`src/rtl/fsm_test_pkg.sv`:
```
// Shared types and default constants for the fsm test-support blocks
// (response compactor and its MISR core).
package fsm_test_pkg;

  typedef enum logic [1:0] {
    IDLE = 2'd0,
    RUN  = 2'd1,
    DONE = 2'd2
  } state_t;

  localparam int unsigned DEF_WIDTH = 16;
  localparam logic [15:0] DEF_POLY  = 16'h1021;
  localparam logic [15:0] DEF_SEED  = 16'h0000;
  localparam int unsigned DEF_CNT_W = 16;

endpackage

```
`src/rtl/misr_core.sv`:
```
// Multiple-input signature register: seed load, one compaction step per
// enabled clock (s_in at bit0, so_in at bit1), and a serial shift path.
module misr_core
  import fsm_test_pkg::*;
#(
  parameter int unsigned      WIDTH = DEF_WIDTH,
  parameter logic [WIDTH-1:0] POLY  = WIDTH'(DEF_POLY),
  parameter logic [WIDTH-1:0] SEED  = WIDTH'(DEF_SEED)
) (
  input  logic             ck,
  input  logic             rst_n,
  input  logic             load,
  input  logic             step,
  input  logic             shift,
  input  logic             s_in,
  input  logic             so_in,
  input  logic             si,
  output logic [WIDTH-1:0] sig
);

  logic [WIDTH-1:0] fb_term;
  logic [WIDTH-1:0] inj_term;
  logic [WIDTH-1:0] step_val;

  always_comb begin
    fb_term  = sig[WIDTH-1] ? POLY : '0;
    inj_term = {{(WIDTH-2){1'b0}}, so_in, s_in};
    step_val = (sig << 1) ^ fb_term ^ inj_term;
  end

  // load outranks step, which outranks the serial shift
  always_ff @(posedge ck or negedge rst_n) begin
    if (!rst_n) begin
      sig <= SEED;
    end else if (load) begin
      sig <= SEED;
    end else if (step) begin
      sig <= step_val;
    end else if (shift) begin
      sig <= {sig[WIDTH-2:0], si};
    end
  end

endmodule

```
`src/rtl/fsm_resp_misr.sv`:
```
// Response compactor for the scan-inserted fsm block: folds s and scan-out
// into a MISR over n_cycles, then compares against exp_sig.
// Optional signature unload over scan pins: define RESP_MISR_SCAN_EN.
module fsm_resp_misr
  import fsm_test_pkg::*;
#(
  parameter int unsigned      WIDTH = DEF_WIDTH,
  parameter logic [WIDTH-1:0] POLY  = WIDTH'(DEF_POLY),
  parameter logic [WIDTH-1:0] SEED  = WIDTH'(DEF_SEED),
  parameter int unsigned      CNT_W = DEF_CNT_W
) (
  input  logic             ck,
  input  logic             rst_n,
  input  logic             start,
  input  logic [CNT_W-1:0] n_cycles,
  input  logic             s_in,
  input  logic             so_in,
  input  logic [WIDTH-1:0] exp_sig,
`ifdef RESP_MISR_SCAN_EN
  input  logic             se,
  input  logic             si,
  output logic             so,
`endif
  output logic             busy,
  output logic             done,
  output logic             pass,
  output logic [WIDTH-1:0] sig
);

  state_t           state;
  logic [CNT_W-1:0] cnt;
  logic             load;
  logic             step;
  logic             shift;
  logic             scan_in;

  always_comb begin
    load = (state == IDLE) && start;
    step = (state == RUN);
  end

`ifdef RESP_MISR_SCAN_EN
  always_comb begin
    shift   = (state == IDLE) && !start && se;
    scan_in = si;
    so      = sig[WIDTH-1];
  end
`else
  always_comb begin
    shift   = 1'b0;
    scan_in = 1'b0;
  end
`endif

  misr_core #(
    .WIDTH (WIDTH),
    .POLY  (POLY),
    .SEED  (SEED)
  ) u_core (
    .ck    (ck),
    .rst_n (rst_n),
    .load  (load),
    .step  (step),
    .shift (shift),
    .s_in  (s_in),
    .so_in (so_in),
    .si    (scan_in),
    .sig   (sig)
  );

  // busy/done are registered alongside the state so they track it exactly
  always_ff @(posedge ck or negedge rst_n) begin
    if (!rst_n) begin
      state <= IDLE;
      cnt   <= '0;
      busy  <= 1'b0;
      done  <= 1'b0;
      pass  <= 1'b0;
    end else begin
      case (state)
        IDLE: begin
          if (start) begin
            pass <= 1'b0;
            if (n_cycles != '0) begin
              state <= RUN;
              cnt   <= n_cycles;
              busy  <= 1'b1;
            end else begin
              state <= DONE;
              done  <= 1'b1;
            end
          end
        end
        RUN: begin
          cnt <= cnt - 1'b1;
          if (cnt == CNT_W'(1)) begin
            state <= DONE;
            busy  <= 1'b0;
            done  <= 1'b1;
          end
        end
        DONE: begin
          pass  <= (sig == exp_sig);
          done  <= 1'b0;
          state <= IDLE;
        end
        default: begin
          state <= IDLE;
          busy  <= 1'b0;
          done  <= 1'b0;
        end
      endcase
    end
  end

endmodule

```
`config.mk`:
```
export PLATFORM = sky130hd
export DESIGN_NAME = fsm_resp_misr
export DESIGN_NICKNAME = d
export VERILOG_FILES = /design/src/rtl/fsm_test_pkg.sv /design/src/rtl/misr_core.sv /design/src/rtl/fsm_resp_misr.sv
export SDC_FILE = /design/constraint.sdc
export NUM_CORES = 1
export LEC_CHECK = 0
export CAP_MARGIN = 20
export CORE_MARGIN = 2
export CORE_UTILIZATION = 44
export DETAILED_ROUTE_END_ITERATION = 12
export PLACE_DENSITY_LB_ADDON = 0.12
export SLEW_MARGIN = 20
export SYNTH_ARGS = -nofsm -noshare
export SYNTH_HDL_FRONTEND = slang
export SYNTH_SLANG_ARGS = --single-unit
```
`constraint.sdc`:
```
create_clock -name ck -period 2.5 [get_ports ck]
set_clock_uncertainty 0.2 [all_clocks]
set_input_delay 0.5 -clock ck [delete_from_list [all_inputs] [get_ports ck]]
set_output_delay 0.5 -clock ck [all_outputs]
set_load 0.03 [all_outputs]
```
**Run 1: routing congestion**

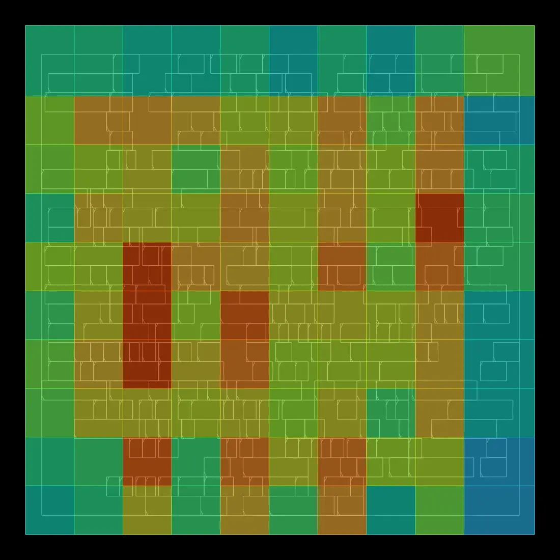
met2 Use GR: 32.9%
met1 usage: 30.8%
fin util: 64.7%
busiest grt layer: met2

**Run 1: logic cells by family**

(4 px per µm)
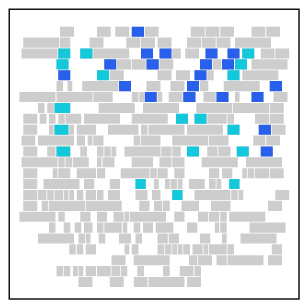
[cyan] non-inverting ao/oa cells | cells: 18 | most used: a22o_1
[blue] xor and xnor cells | cells: 20 | most used: xor2_1

==> notes.md, run 1 <==
impl run done, here's what came out: DR pass1 iterations 4, antenna violations before repair 0, CP Capture Type flop, area delta synth->final 40.1%, Die Span X 72.1 µm, Min Clock Period, post-route 2.33 ns, vias in the first global route around 1800, cells after synthesis around 210, DRC Markers 0, leakage about 1.2 nW, area of the core approximately 4400 µm², Non-Filler Instances roughly 330, WL/cell about 16 µm, CP bufs+invs 3, Tool Warnings 27, Routed WL 5.20 mm, Max Slew Vio Count 0, total power about 0.0032 W, Peak VDD IR 0.564 mV, Slowest cell on crit path clkdlybuf4s50_1, first-pass GRT wire length a little under 9 mm, YS chip area between 2000 and 2500 µm², Hold Buf Count CTS 0, most numerous logic cell after layout clkdlybuf4s50_1, Die Y ~72 µm, status finished clean, Setup CP Type input pin to flop, ordered cell list for the critical path clkdlybuf4s50_1 -> nor4_1 -> buf_4 -> and4_1 -> a21o_1 -> buf_12 -> o21ai_0 -> o21ai_0, GP Congestion roughly 0.84, Final setup violation count 0, FP Core Util approximately 46%, Slew headroom between 60% and 70%, largest net degree at the start of global routing 38, layout cell share with drive strength beyond 1 14.4%, Synth Warn # 0, RSZ-0062 raised after global routing false, later-pin clock latency in the skew report 0.28 ns, CP max FO 11, most frequent cells in the layout clkdlybuf4s50_1 (55), dfrtp_1 (37), o21ai_0 (20), Worst EP required ~2.5 ns, worst-margin pin slew ~0.47 ns, CP peak stage delay ~0.43 ns, DPL Wire Length 3.93 mm, most frequent CP cell o21ai_0, Sink Count 37, Max-cap violations 0, Seq share, synth between 40 and 50%
**Run 1: M1 wires**

(4 px per µm)
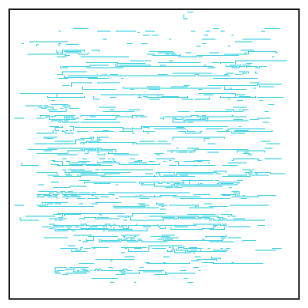
nets with wire on the layer: 273
wire length on this layer: 2420 µm
share of all routed wire: 47%
main direction: horizontal

-- run 1: layout make-up --
cell class / instances / area, µm²
clock buffer: 7 / 96.3
inverter: 3 / 11.3
clock inverter: 1 / 5.00
timing repair buffer: 74 / 706
sequential: 37 / 926
fill: 377 / 1560
multi-input combinational: 156 / 1050
tap: 52 / 65.1
-- run 1: report_power, final --
part           internal [W]  switching [W]  total, W
sequential         0.000840       0.000291   0.00113
clock              0.000249       0.000211  0.000460
combinational      0.000736       0.000866   0.00160
total               0.00183        0.00137   0.00319
-- run 1: worst paths after layout --
path	from	end	slack, ns	cells past startpoint
worst max-delay path	n_cycles[11]	cnt[4]$_DFFE_PN0P_	0.17	8
worst min-delay path	cnt[15]$_DFFE_PN0P_	cnt[15]$_DFFE_PN0P_	0.30	1
worst max register to register	cnt[0]$_DFFE_PN0P_	cnt[10]$_DFFE_PN0P_	0.37	7
worst min register to register	cnt[15]$_DFFE_PN0P_	cnt[15]$_DFFE_PN0P_	0.30	1
max in group asynchronous	rst_n	u_core.sig[12]$_DFFE_PN0P_	1.33	2
min in group asynchronous	rst_n	cnt[1]$_DFFE_PN0P_	0.43	2
-- run 1: metal layers --
metal / up-vias / part of all wire, % / track usage, %
met3: 2 / 4.4 / 4.03
met2: 57 / 49 / 32.9
met4: 0 / 0.33 / 4.40
met5: - / 0 / 0
met1: 891 / 47 / 30.8
li1: 917 / - / -
-- run 1: kinds of logic (layout without fill, tap and decap cells) --
logic type,count (synthesis),after routing,synth area share [%]
AND-OR/OR-AND,70,70,23.3
AND/OR/NAND/NOR,64,64,18.2
flip-flops,37,37,45.4
XOR/XNOR,20,20,8.59
buffers and inverters,14,85,3.37
adder cells (fa/ha/maj),2,2,1.23
==> run 2, diff against run 1 <==
--- a/config.mk
+++ b/config.mk
@@ -6,7 +6,6 @@
 export NUM_CORES = 1
 export LEC_CHECK = 0
 export CAP_MARGIN = 20
-export CORE_MARGIN = 2
 export CORE_UTILIZATION = 44
 export DETAILED_ROUTE_END_ITERATION = 12
 export PLACE_DENSITY_LB_ADDON = 0.12
==> run 2 against run 1 <==
Compared with the run above:
- combinational power barely moved
- critical path depth unchanged
- synthesized area unchanged
- synthesized cell count stayed put
- utilization decreased by 0.057 points
- final cell count decreased by 1.2%
- wire length rose by 0.63%
- highest routed layer unchanged
- clock-buffer cell count did not move
==> notes.md, run 2 <==
impl run done, here's what came out: Finished Cell Area 2850 µm² (was 2860 µm²), Min Clock Period, post-route 2.24 ns (was 2.33 ns), Routed WL 5.24 mm (was 5.20 mm), area of the core 4410 µm² (unchanged), cells after synthesis 207 (unchanged), GR Util met3 5.05% (was 4.03%), antenna violations before repair 0 (unchanged), RSZ-0062 raised after global routing false (unchanged), setup slack, reg-to-reg 0.29 ns (was 0.37 ns), Die Y 70.1 µm (was 72.1 µm), Top logic family AND-OR/OR-AND gates (unchanged), Flop pwr share 34.7% (was 35.4%), DPL Wire Length 3.93 mm (unchanged), YS chip area 2040 µm² (unchanged), CP Capture Type flop (unchanged), DRC Markers 0 (unchanged), status finished clean (unchanged), largest net degree at the start of global routing 38 (unchanged), worst-margin pin slew 0.549 ns (was 0.469 ns), leakage 1.17 nW (was 1.18 nW), Hold Path Origin cnt[15]$_DFFE_PN0P_ (unchanged), ao+oa area frac 23.3% (unchanged), Max-cap violations 0 (unchanged), GP Congestion 0.827 (was 0.844), WL/cell 16.1 µm (was 15.8 µm), Synth Warn # 0 (unchanged), met2 Use GR 36.4% (was 32.9%), CP max FO 11 (unchanged), clock power share 16.6% (was 14.4%), Final setup violation count 0 (unchanged), Slew headroom 63.1% (was 68.7%), area delta synth->final 39.9% (was 40.1%), Adder Area Share 1.23% (unchanged), DR pass1 iterations 4 (unchanged), combinational group share of total power 48.6% (was 50.2%), layout cell share with drive strength beyond 1 12.8% (was 14.4%), switching part of the total 42.1% (was 42.8%), Worst EP required 2.51 ns (was 2.50 ns), fillers 375 (was 377), Int Power 0.00190 W (was 0.00183 W), Tool Warnings 27 (unchanged), Seq share, synth 45.4% (unchanged), Max Slew Vio Count 0 (unchanged), Registers, synthesis 37 (unchanged), r2r startpoint cnt[0]$_DFFE_PN0P_ (unchanged), Hold Buf Count CTS 0 (unchanged), later-pin clock latency in the skew report 0.29 ns (was 0.28 ns), fin util 64.7% (about the same), FP Core Util 46.2% (unchanged), Die Span X 70.1 µm (was 72.1 µm), Basic Gates by Area 18.2% (unchanged), vias in the first global route 1856 (was 1758), met1 usage 33.6% (was 30.8%), Peak VDD IR 0.533 mV (was 0.564 mV), first-pass GRT wire length 9.12 mm (was 8.65 mm), Post-synth mux share 0% (unchanged)
==> run 2: netlist changes by cell type in the layout (fill, tap and decap cells not counted), sizes merged <==
| cell | delta |
|---|---|
| clkinv | -1 |
| bufinv | +1 |
| buf | -4 |
==> run 2: critical path, stage by stage <==
cell and delay [ns]:
clkdlybuf4s50_1 0.44, nor4_1 0.35, buf_4 0.17, and4_1 0.28
a21o_1 0.21, buf_12 0.13, o21ai_0 0.07, o21ai_0 0.09
==> run 2: final timing paths <==
| path | depth (start not counted) | end |
|---|---|---|
| setup / recovery | 8 | cnt[4]$_DFFE_PN0P_ |
| hold / removal | 1 | cnt[15]$_DFFE_PN0P_ |
| setup reg to reg | 5 | cnt[13]$_DFFE_PN0P_ |
| hold reg to reg | 1 | cnt[15]$_DFFE_PN0P_ |
| max in group asynchronous | 2 | u_core.sig[12]$_DFFE_PN0P_ |
| min in group asynchronous | 2 | cnt[2]$_DFFE_PN0P_ |
==> run 2: power by group through the flow <==
stage,logic (W),clock network (W),registers [W]
2_1_floorplan,0.000856,0,0.00125
3_3_place_gp,0.00156,0,0.00114
3_5_place_dp,0.00159,0,0.00114
4_1_cts,0.00160,0.000552,0.00114
5_1_grt,0.00175,0.000580,0.00118
6_report,0.00159,0.000544,0.00114
==> run 2: layout make-up <==
cell class              count  area (µm²)  share of cell area [%]
clock buffers               7        86.3                    3.02
clock inverters             1        30.0                    1.05
inverters                   3        11.3                   0.395
multi-input cells         156        1050                    36.7
flip-flops and latches     37         926                    32.4
well taps                  52        65.1                    2.28
repair buffers             70         688                    24.1
==> run 2: metal layers <==
metal | share of wire, % | vias to the layer above
met5 | 0 | -
met4 | 0.92 | 0
met3 | 3.4 | 6
met2 | 47 | 39
met1 | 49 | 900
li1 | - | 903
**Run 2: M1 wires**

(4 px per µm)
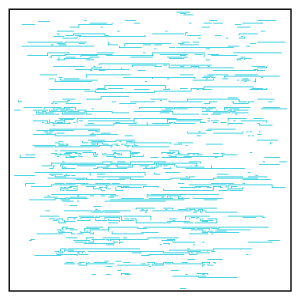
share of all routed wire: 49%
main direction: horizontal

**Run 2: logic cells by family**

(4 px per µm)
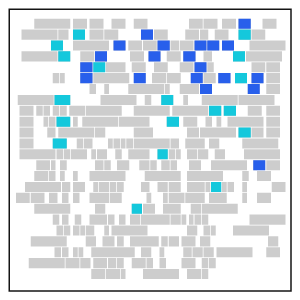
most numerous logic cell after layout: clkdlybuf4s50_1
Non-Filler Instances: 326
Comb/total area: 36.7%

==> run 3, diff against run 2 <==
--- a/config.mk
+++ b/config.mk
@@ -6,9 +6,10 @@
 export NUM_CORES = 1
 export LEC_CHECK = 0
 export CAP_MARGIN = 20
-export CORE_UTILIZATION = 44
+export CORE_UTILIZATION = 43
 export DETAILED_ROUTE_END_ITERATION = 12
-export PLACE_DENSITY_LB_ADDON = 0.12
+export GPL_ROUTABILITY_DRIVEN = 0
+export PLACE_DENSITY = 0.76
 export SLEW_MARGIN = 20
 export SYNTH_ARGS = -nofsm -noshare
 export SYNTH_HDL_FRONTEND = slang
==> constraint.sdc (replaced) <==
create_clock -name ck -period 2 [get_ports ck]
set_clock_uncertainty 0.2 [all_clocks]
set_input_delay 0.4 -clock ck [delete_from_list [all_inputs] [get_ports ck]]
set_output_delay 0.4 -clock ck [all_outputs]
set_load 0.03 [all_outputs]
==> run 3 against run 2 <==
Compared with the run above:
- clock-buffer cell count decreased by 1
- synthesized area unchanged
- synthesized cell count unchanged
- die area increased by 2.3%
- the run now ends with DRC, setup timing left
- power increased by 26%
- largest cell class unchanged
- first-iteration DRC count increased by 140%
- sequential share of layout area decreased by 2.8 points
- register-to-register slack got worse by 0.36 ns
- global-route usage increased by 0.65 points
==> notes.md, run 3 <==
impl run done, here's what came out: status finished, violations left (was finished clean), failing checks DRC, setup timing, Top Consumer combinational logic (unchanged), Final setup violation count 2 (was 0), layout cell share with drive strength beyond 1 24.6% (was 12.8%), Setup CP Type flop to flop (was input pin to flop), Die Y 70.9 µm (was 70.1 µm), setup slack, reg-to-reg -0.07 ns (was 0.29 ns), FP Core Util 45.9% (was 46.2%), CP Capture Type flop (unchanged), RSZ-0062 raised after global routing true (was false), Max-cap violations 0 (unchanged), Slowest cell on crit path or4_4 (was clkdlybuf4s50_1), fin util 70.4% (was 64.7%), area of the core 4440 µm² (was 4410 µm²), most frequent cells in the layout buf_4 (41), dfrtp_1 (36), clkdlybuf4s50_1 (31) (was clkdlybuf4s50_1 (55), dfrtp_1 (37), o21ai_0 (20)), Registers, synthesis 37 (unchanged), worst-margin pin slew 0.477 ns (was 0.549 ns), r2r startpoint cnt[11]$_DFFE_PN0P_ (was cnt[0]$_DFFE_PN0P_), YS chip area 2040 µm² (unchanged), vias in the first global route 1974 (was 1856), CP max FO 5 (was 11), Int Power 0.00229 W (was 0.00190 W), Final WS setup -0.0657 ns (was 0.260 ns), WL/cell 16.5 µm (was 16.1 µm), fillers 362 (was 375), ordered cell list for the critical path or4_4 -> or3_4 -> nor4_4 -> nor3_2 -> a221oi_2 (was clkdlybuf4s50_1 -> nor4_1 -> buf_4 -> and4_1 -> a21o_1 -> buf_12 -> o21ai_0 -> o21ai_0), Worst Hold Endpoint busy$_DFFE_PN0P_ (was cnt[15]$_DFFE_PN0P_), Non-Filler Instances 353 (was 326), clock power share 12.4% (was 16.6%), Hold Path Origin busy$_DFFE_PN0P_ (was cnt[15]$_DFFE_PN0P_), NetSw 0.00184 W (was 0.00138 W), later-pin clock latency in the skew report 0.29 ns (about the same), Routed WL 5.84 mm (was 5.24 mm), Tool Warnings 29 (was 27), R2R Path End cnt[15]$_DFFE_PN0P_ (was cnt[13]$_DFFE_PN0P_), DRC Markers 16 (was 0), P_clk 0.000512 W (was 0.000544 W), switching part of the total 44.6% (was 42.1%), combinational group share of total power 53.6% (was 48.6%), Max Slew Vio Count 0 (unchanged), antenna violations before repair 0 (unchanged), DPL Wire Length 4.12 mm (was 3.93 mm), Flop pwr share 34.0% (was 34.7%), Peak VDD IR 0.699 mV (was 0.533 mV), Hold Path Stages 1 (unchanged), DR pass1 iterations 8 (was 4), cells after synthesis 207 (unchanged), Min Clock Period, post-route slightly above 2 ns, Slew headroom 68.2% (was 63.1%), Synth Warn # 0 (unchanged), leakage 1.50 nW (was 1.17 nW), Hold Buf Count CTS 0 (unchanged), largest net degree at the start of global routing 38 (unchanged)
run 3: cell counts after synthesis:
Identical to the previous run, type by type.
run 3: layout make-up:
cell class	count	area (µm²)	share of cell area, %
Clock buffer	6	72.6	2.32
Tap cell	52	65.1	2.08
Multi-Input combinational cell	156	1150	36.9
Clock inverter	2	10.0	0.320
Inverter	3	11.3	0.360
Sequential cell	37	927	29.7
Timing Repair Buffer	97	888	28.4
run 3: kinds of logic (layout without fill, tap and decap cells):
family,after synthesis,in the layout,share of synthesized area (%)
and+or+nand+nor,64,64,18.2
adders and majority gates,2,2,1.23
AOI/OAI and AO/OA,70,70,23.3
buffers and inverters,14,108,3.37
DFF,37,37,45.4
xor gates and xnor gates,20,20,8.59
run 3: worst max path at each step:
stage | cells past startpoint | startpoint | slack, ns | to
3_5_place_dp | 7 | n_cycles[11] | -0.41 | cnt[6]$_DFFE_PN0P_
3_3_place_gp | 6 | n_cycles[11] | -0.40 | cnt[0]$_DFFE_PN0P_
6_report | 5 | cnt[11]$_DFFE_PN0P_ | -0.07 | cnt[15]$_DFFE_PN0P_
4_1_cts | 5 | cnt[11]$_DFFE_PN0P_ | -0.06 | cnt[15]$_DFFE_PN0P_
5_1_grt | 5 | cnt[11]$_DFFE_PN0P_ | -0.12 | cnt[15]$_DFFE_PN0P_
2_1_floorplan | 5 | cnt[11]$_DFFE_PN0P_ | 0.02 | cnt[15]$_DFFE_PN0P_
run 3: layer usage:
layer	global-route usage, %	vias to the layer above	share of wire [%]
li1	-	959	-
met3	5.27	11	6.8
met5	0	-	0
met2	39.9	87	50
met4	10.7	0	1.6
met1	30.8	969	42
run 3: critical path, delay by kind of cell (launching register included):
family          cells  cell delay (ns)
simple gates        4             1.20
compound gates      1             0.18
flops               1             0.40
**Run 3: layout detail**

Region (41, 41) to (66, 66) µm. Cells in gray, sequential cells in the stronger gray; small squares are vias.
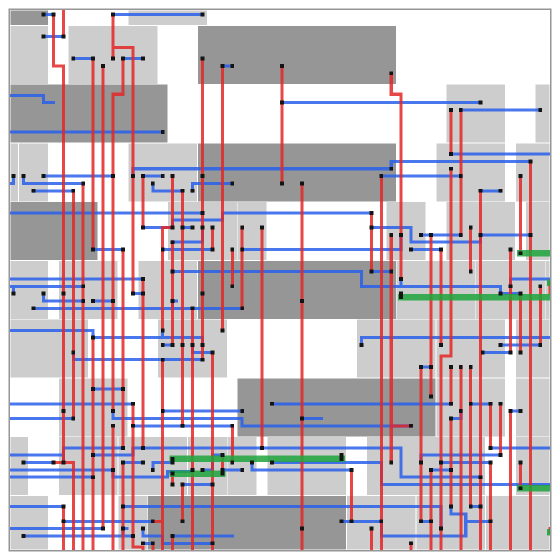
[green] metal 3
[red] metal 2
[blue] metal 1
most frequent: dfrtp_1 (6), buf_4 (5), xor2_1 (4)
cells with their middle in the window: 38
netlist names of flops here include: u_core.sig (4)
sequential cells in the window: 6

**Run 3: logic cells by family**

(4 px per µm)
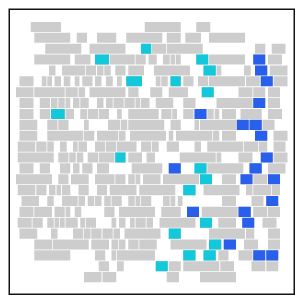
[cyan] non-inverting ao/oa cells | cells: 18 | most used: a22o_1
[blue] xor and xnor cells | cells: 20 | most used: xor2_1


==> notes/layouts.md <==
Pictures saved along the way, in no particular order.

Sequential cells colored by netlist name.
(6 px per µm) Other sequential cells in the stronger gray, the rest of the logic in the fainter gray.
image #1
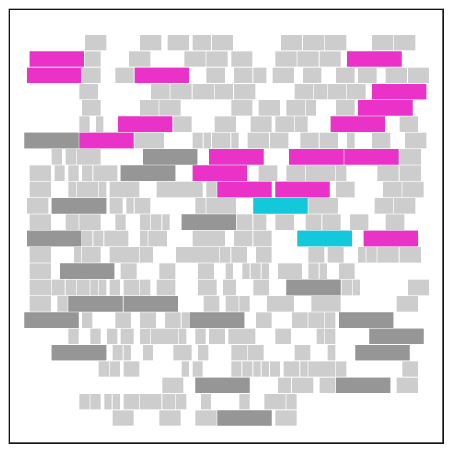
image #2
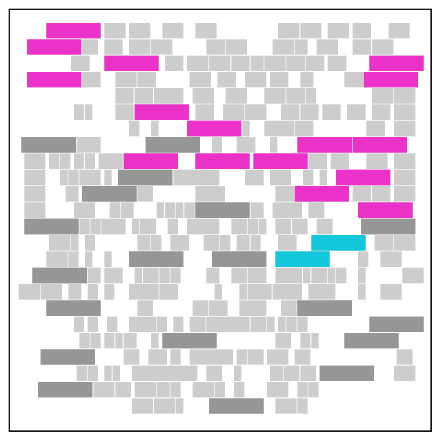
image #3
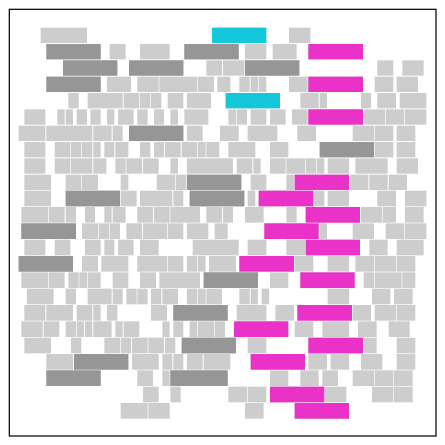
- run 3 = image #3
- run 1 = image #1
- run 2 = image #2

Key to image #1:
[magenta] u_core.sig | flops: 16
[cyan] state | flops: 2

Power figures rest on the tool's default switching activity, not on a simulated workload.
